==> config.mk <==
export PLATFORM = sky130hd
export DESIGN_NAME = ticket_sequencer
export DESIGN_NICKNAME = d
export VERILOG_FILES = /design/src/rtl/ticket_sequencer.sv
export SDC_FILE = /design/constraint.sdc
export NUM_CORES = 1
export LEC_CHECK = 0
export CAP_MARGIN = 20
export CORE_MARGIN = 5
export CORE_UTILIZATION = 30
export CTS_BUF_LIST = sky130_fd_sc_hd__clkbuf_16
export CTS_CLUSTER_DIAMETER = 50
export DETAILED_ROUTE_END_ITERATION = 6
export PLACE_DENSITY_LB_ADDON = 0.1
export SLEW_MARGIN = 20
export SYNTH_ARGS = -nofsm -noshare
export SYNTH_HDL_FRONTEND = slang
export SYNTH_SLANG_ARGS = --single-unit
export TNS_END_PERCENT = 1
==> constraint.sdc <==
create_clock -name clk -period 2.86 [get_ports clk]
set_input_delay 0.572 -clock clk [delete_from_list [all_inputs] [get_ports clk]]
set_output_delay 0.572 -clock clk [all_outputs]
set_load 0.01 [all_outputs]
==> src/rtl/ticket_sequencer.sv <==
// ticket_sequencer
//   Sequencing controller for one lottery ticket. Collects four distinct
//   bet numbers from scan strobes, compares them one per cycle against
//   latched winning numbers, then holds a payout request until the cash
//   stage acknowledges it.
//
// Ports
//   clk        in   system clock, rising edge
//   reset      in   asynchronous active-low reset
//   SYSRDY     in   winning numbers valid
//   scan       in   single-cycle strobe, N_in holds a bet number
//   N_in[4:0]  in   scanned bet number
//   W1..W4     in   winning numbers (5 bits each)
//   ack        in   payout accepted / error cleared
//   busy       out  ticket in progress (state != IDLE)
//   bet_idx    out  index of bet being stored or compared
//   RD_ERR     out  ticket rejected
//   match_cnt  out  matches counted (0..4)
//   pay_req    out  payout valid
//   payout     out  payout amount in euros
//   winner     out  2+ matches, valid while pay_req
//   not_a_win  out  fewer than 2 matches, valid while pay_req
module ticket_sequencer #(
    parameter int MAX_NUM = 25,
    parameter int TIMEOUT = 200,
    parameter int PAY2    = 5,
    parameter int PAY3    = 50,
    parameter int PAY4    = 500
) (
    input  logic       clk,
    input  logic       reset,
    input  logic       SYSRDY,
    input  logic       scan,
    input  logic [4:0] N_in,
    input  logic [4:0] W1,
    input  logic [4:0] W2,
    input  logic [4:0] W3,
    input  logic [4:0] W4,
    input  logic       ack,
    output logic       busy,
    output logic [1:0] bet_idx,
    output logic       RD_ERR,
    output logic [2:0] match_cnt,
    output logic       pay_req,
    output logic [9:0] payout,
    output logic       winner,
    output logic       not_a_win
);

    localparam int TW = $clog2(TIMEOUT + 1);

    typedef enum logic [2:0] {
        S_IDLE, S_COLLECT, S_COMPARE, S_PAYOUT, S_ERR
    } state_t;

    state_t        state_q, state_d;
    logic [4:0]    bet_q [4];
    logic [4:0]    bet_d [4];
    logic [4:0]    w_q   [4];
    logic [4:0]    w_d   [4];
    logic [4:0]    w_in  [4];
    logic [TW-1:0] timer_q, timer_d;
    logic [1:0]    idx_q, idx_d;
    logic [2:0]    match_q, match_d;
    logic          hit_q, hit_d;          // registered comparator result
    logic          last_q, last_d;        // bet 3 has been compared
    logic          busy_q, busy_d;
    logic          err_q, err_d;
    logic          req_q, req_d;
    logic [9:0]    pay_q, pay_d;
    logic          win_q, win_d;
    logic          nowin_q, nowin_d;

    logic [3:0]    dup_vec;
    logic [3:0]    hit_vec;
    logic          num_ok;

    assign w_in[0] = W1;
    assign w_in[1] = W2;
    assign w_in[2] = W3;
    assign w_in[3] = W4;

    // Duplicate check only against bets already accepted (index below
    // bet_idx); the single comparator checks the current bet against all
    // four latched winning numbers.
    genvar gi;
    for (gi = 0; gi < 4; gi++) begin : g_cmp
        assign dup_vec[gi] = (2'(gi) < idx_q) && (bet_q[gi] == N_in);
        assign hit_vec[gi] = (w_q[gi] == bet_q[idx_q]);
    end

    assign num_ok = (N_in != 5'd0) && (int'(N_in) <= MAX_NUM) && !(|dup_vec);

    function automatic logic [9:0] pay_of(input logic [2:0] m);
        case (m)
            3'd2:    pay_of = 10'(PAY2);
            3'd3:    pay_of = 10'(PAY3);
            3'd4:    pay_of = 10'(PAY4);
            default: pay_of = 10'd0;
        endcase
    endfunction

    always_comb begin
        state_d = state_q;
        bet_d   = bet_q;
        w_d     = w_q;
        timer_d = timer_q;
        idx_d   = idx_q;
        match_d = match_q;
        hit_d   = hit_q;
        last_d  = last_q;

        case (state_q)
            S_IDLE: begin
                if (scan && SYSRDY) begin
                    if (num_ok) begin
                        bet_d[0] = N_in;
                        idx_d    = 2'd1;
                        timer_d  = '0;
                        state_d  = S_COLLECT;
                    end else begin
                        state_d = S_ERR;
                    end
                end
            end
            S_COLLECT: begin
                if (!SYSRDY) begin
                    state_d = S_ERR;
                end else if (scan) begin
                    if (num_ok) begin
                        bet_d[idx_q] = N_in;
                        timer_d      = '0;
                        if (idx_q == 2'd3) begin
                            w_d     = w_in;
                            match_d = '0;
                            idx_d   = '0;
                            hit_d   = 1'b0;
                            last_d  = 1'b0;
                            state_d = S_COMPARE;
                        end else begin
                            idx_d = idx_q + 2'd1;
                        end
                    end else begin
                        state_d = S_ERR;
                    end
                end else if (timer_q == TW'(TIMEOUT - 1)) begin
                    state_d = S_ERR;
                end else begin
                    timer_d = timer_q + 1'b1;
                end
            end
            S_COMPARE: begin
                // Comparator result is registered, so the count trails the
                // bet index by one cycle; the extra cycle flushes bet 3.
                match_d = match_q + 3'(hit_q);
                if (last_q) begin
                    hit_d   = 1'b0;
                    last_d  = 1'b0;
                    state_d = S_PAYOUT;
                end else begin
                    hit_d = |hit_vec;
                    if (idx_q == 2'd3) last_d = 1'b1;
                    else               idx_d  = idx_q + 2'd1;
                end
            end
            S_PAYOUT, S_ERR: begin
                if (ack) begin
                    state_d = S_IDLE;
                    for (int i = 0; i < 4; i++) begin
                        bet_d[i] = '0;
                        w_d[i]   = '0;
                    end
                    timer_d = '0;
                    idx_d   = '0;
                    match_d = '0;
                    hit_d   = 1'b0;
                    last_d  = 1'b0;
                end
            end
            default: state_d = S_IDLE;
        endcase

        // Outputs are registered copies decoded from the next state.
        busy_d  = (state_d != S_IDLE);
        err_d   = (state_d == S_ERR);
        req_d   = (state_d == S_PAYOUT);
        pay_d   = (state_d == S_PAYOUT) ? pay_of(match_d) : 10'd0;
        win_d   = (state_d == S_PAYOUT) && (match_d >= 3'd2);
        nowin_d = (state_d == S_PAYOUT) && (match_d <  3'd2);
    end

    always_ff @(posedge clk or negedge reset) begin
        if (!reset) begin
            state_q <= S_IDLE;
            for (int i = 0; i < 4; i++) begin
                bet_q[i] <= '0;
                w_q[i]   <= '0;
            end
            timer_q <= '0;
            idx_q   <= '0;
            match_q <= '0;
            hit_q   <= 1'b0;
            last_q  <= 1'b0;
            busy_q  <= 1'b0;
            err_q   <= 1'b0;
            req_q   <= 1'b0;
            pay_q   <= '0;
            win_q   <= 1'b0;
            nowin_q <= 1'b0;
        end else begin
            state_q <= state_d;
            bet_q   <= bet_d;
            w_q     <= w_d;
            timer_q <= timer_d;
            idx_q   <= idx_d;
            match_q <= match_d;
            hit_q   <= hit_d;
            last_q  <= last_d;
            busy_q  <= busy_d;
            err_q   <= err_d;
            req_q   <= req_d;
            pay_q   <= pay_d;
            win_q   <= win_d;
            nowin_q <= nowin_d;
        end
    end

    assign busy      = busy_q;
    assign bet_idx   = idx_q;
    assign RD_ERR    = err_q;
    assign match_cnt = match_q;
    assign pay_req   = req_q;
    assign payout    = pay_q;
    assign winner    = win_q;
    assign not_a_win = nowin_q;

endmodule
==> Changelog: implementation <==
## Implementation

- Half-perimeter wire length of the detailed placement result: 6950 um
- Synth async-reset ratio: 100%
- Total number of vias: 2927
- Y dimension of the die: 122 um
- Clock edge transition at the registers on the reported setup and hold paths: 0.05 ns
- Placed Instances: 580
- Top-count cell post-synth: sky130_fd_sc_hd__dfrtp_1
- Combinational Area: 1870 um2
- Status: finished clean
- Most numerous logic cells after layout: 68 x sky130_fd_sc_hd__dfrtp_1, 46 x sky130_fd_sc_hd__clkdlybuf4s50_1, 44 x sky130_fd_sc_hd__a22o_1
- Post-placement setup slack: -0.0959 ns
- WP buf/inv: 2
- Final Cycle Share: 92.2%
- Biggest area cells: sky130_fd_sc_hd__dfrtp_1 45%, sky130_fd_sc_hd__a22o_1 10%, sky130_fd_sc_hd__xor2_1 5.1%
- Final Core Density: 39.7%
- Routability Congestion: 0.838
- DR top layer: met4
- Number of maximum-capacitance constraint violations: 0
- Total track usage: 13.8%
- Switching power total: 1.58 mW
- Busiest grt layer: met2
- Share of cell area taken by muxes after synthesis: 4.03%
- Combinational share of power: 42.9%
- Yosys xor share: 8.39%
- Total Routed Length: 9680 um
- Number of diodes added for antenna fixing: 0
- Pwr/cell area: 902 nW/um2
- Post-synthesis sequential area ratio: 45.3%
- Most common logic cell in the routed design: sky130_fd_sc_hd__dfrtp_1
- Count of non-filler cells in the finished layout: 595
- Max frequency: 379 MHz
- Detailed-router iteration count before antenna repair: 4
- RSZ-0062 raised after global routing: no
- Detailed-route wire length per cell: 16.3 um
- Post-synthesis chip area from yosys: 3760 um2
- Final setup violating endpoints: 0
- Flop share of the area: 35.3%
- Internal power contribution: 2.77 mW
- DRC violations left: 0
- CTS Sinks: 68
- Crit-path max FO: 6
- Startpoint of the lowest-slack register-to-register path: bet_idx[1]$_DFFE_PN0P_
- Nets@finish: 460
- Multi-input combinational cell count: 255
- WP data arrival: 2.90 ns
- Type of element launching the critical path: input pin
- WL met2: 4300 um
-- registers in the layout (all words and copies together) (netlist names) --
| name | cells |
|---|---|
| RD_ERR | 1 |
| bet_idx | 2 |
| bet_q | 20 |
| busy | 1 |
| hit_q | 1 |
| last_q | 1 |
| match_cnt | 3 |
| not_a_win | 1 |
| pay_req | 1 |
| payout | 5 |
| state_q | 3 |
| timer_q | 8 |
| w_q | 20 |
| winner | 1 |
-- power groups by stage --
stage / logic [mW] / registers (mW) / clock network, mW
floorplan: 1.32 / 1.45 / 0
global placement: 1.88 / 1.55 / 0
detailed placement: 1.88 / 1.54 / 0
CTS: 1.90 / 1.53 / 0.986
global route: 2.07 / 1.57 / 1.03
finish: 1.87 / 1.53 / 0.958
final_clocks.png
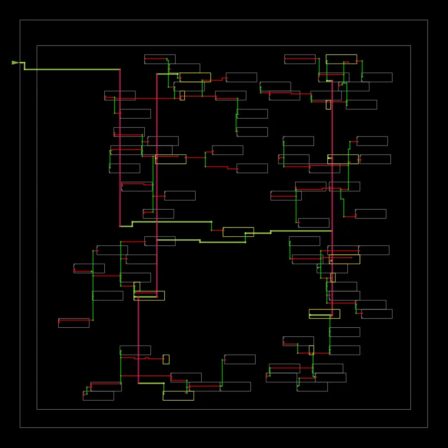
number of clock buffers inserted by TritonCTS: 9
clkbuf count: 9

port_nets.png
(3 px per um)
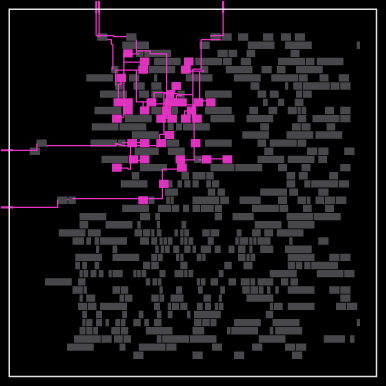
Magenta stands for N_in, bits 5, direction input, end cells 38, buffers 13, wire 480 um.

met2.png
(4 px per um)
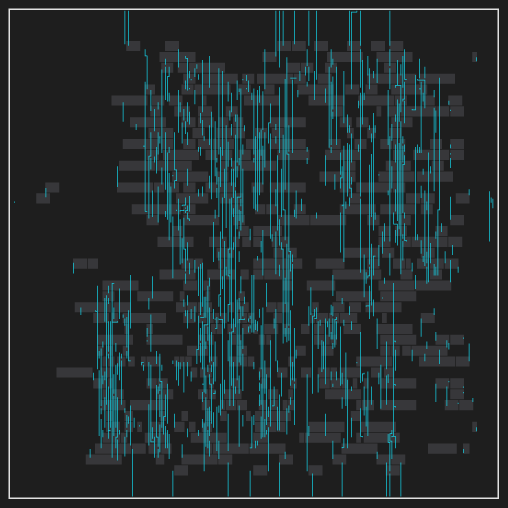
The wires run mostly vertical. The layer carries 4300 um of wire. 392 nets have wire on it. The layer holds 44% of the routed length.

clock_map.png
(4 px per um)
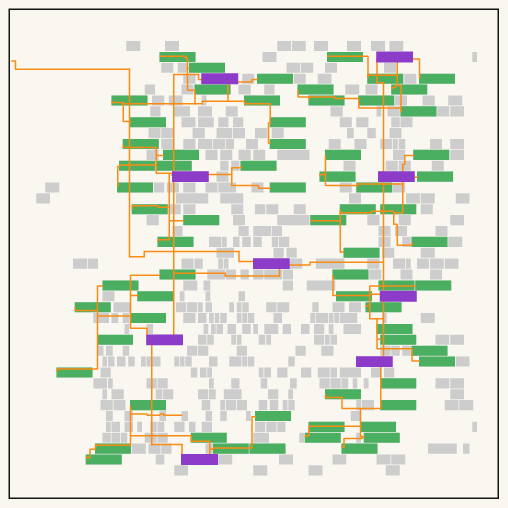
Green stands for flip-flops, count 68. Orange stands for clock wires, length 1040 um. Purple stands for cells driving clock nets, count 9.
There are 10 routed clock nets.
Setup Skew: 0.00634 ns
portion of total power attributed to the clock network: 22.0%

Power and IR drop assume default switching activity.
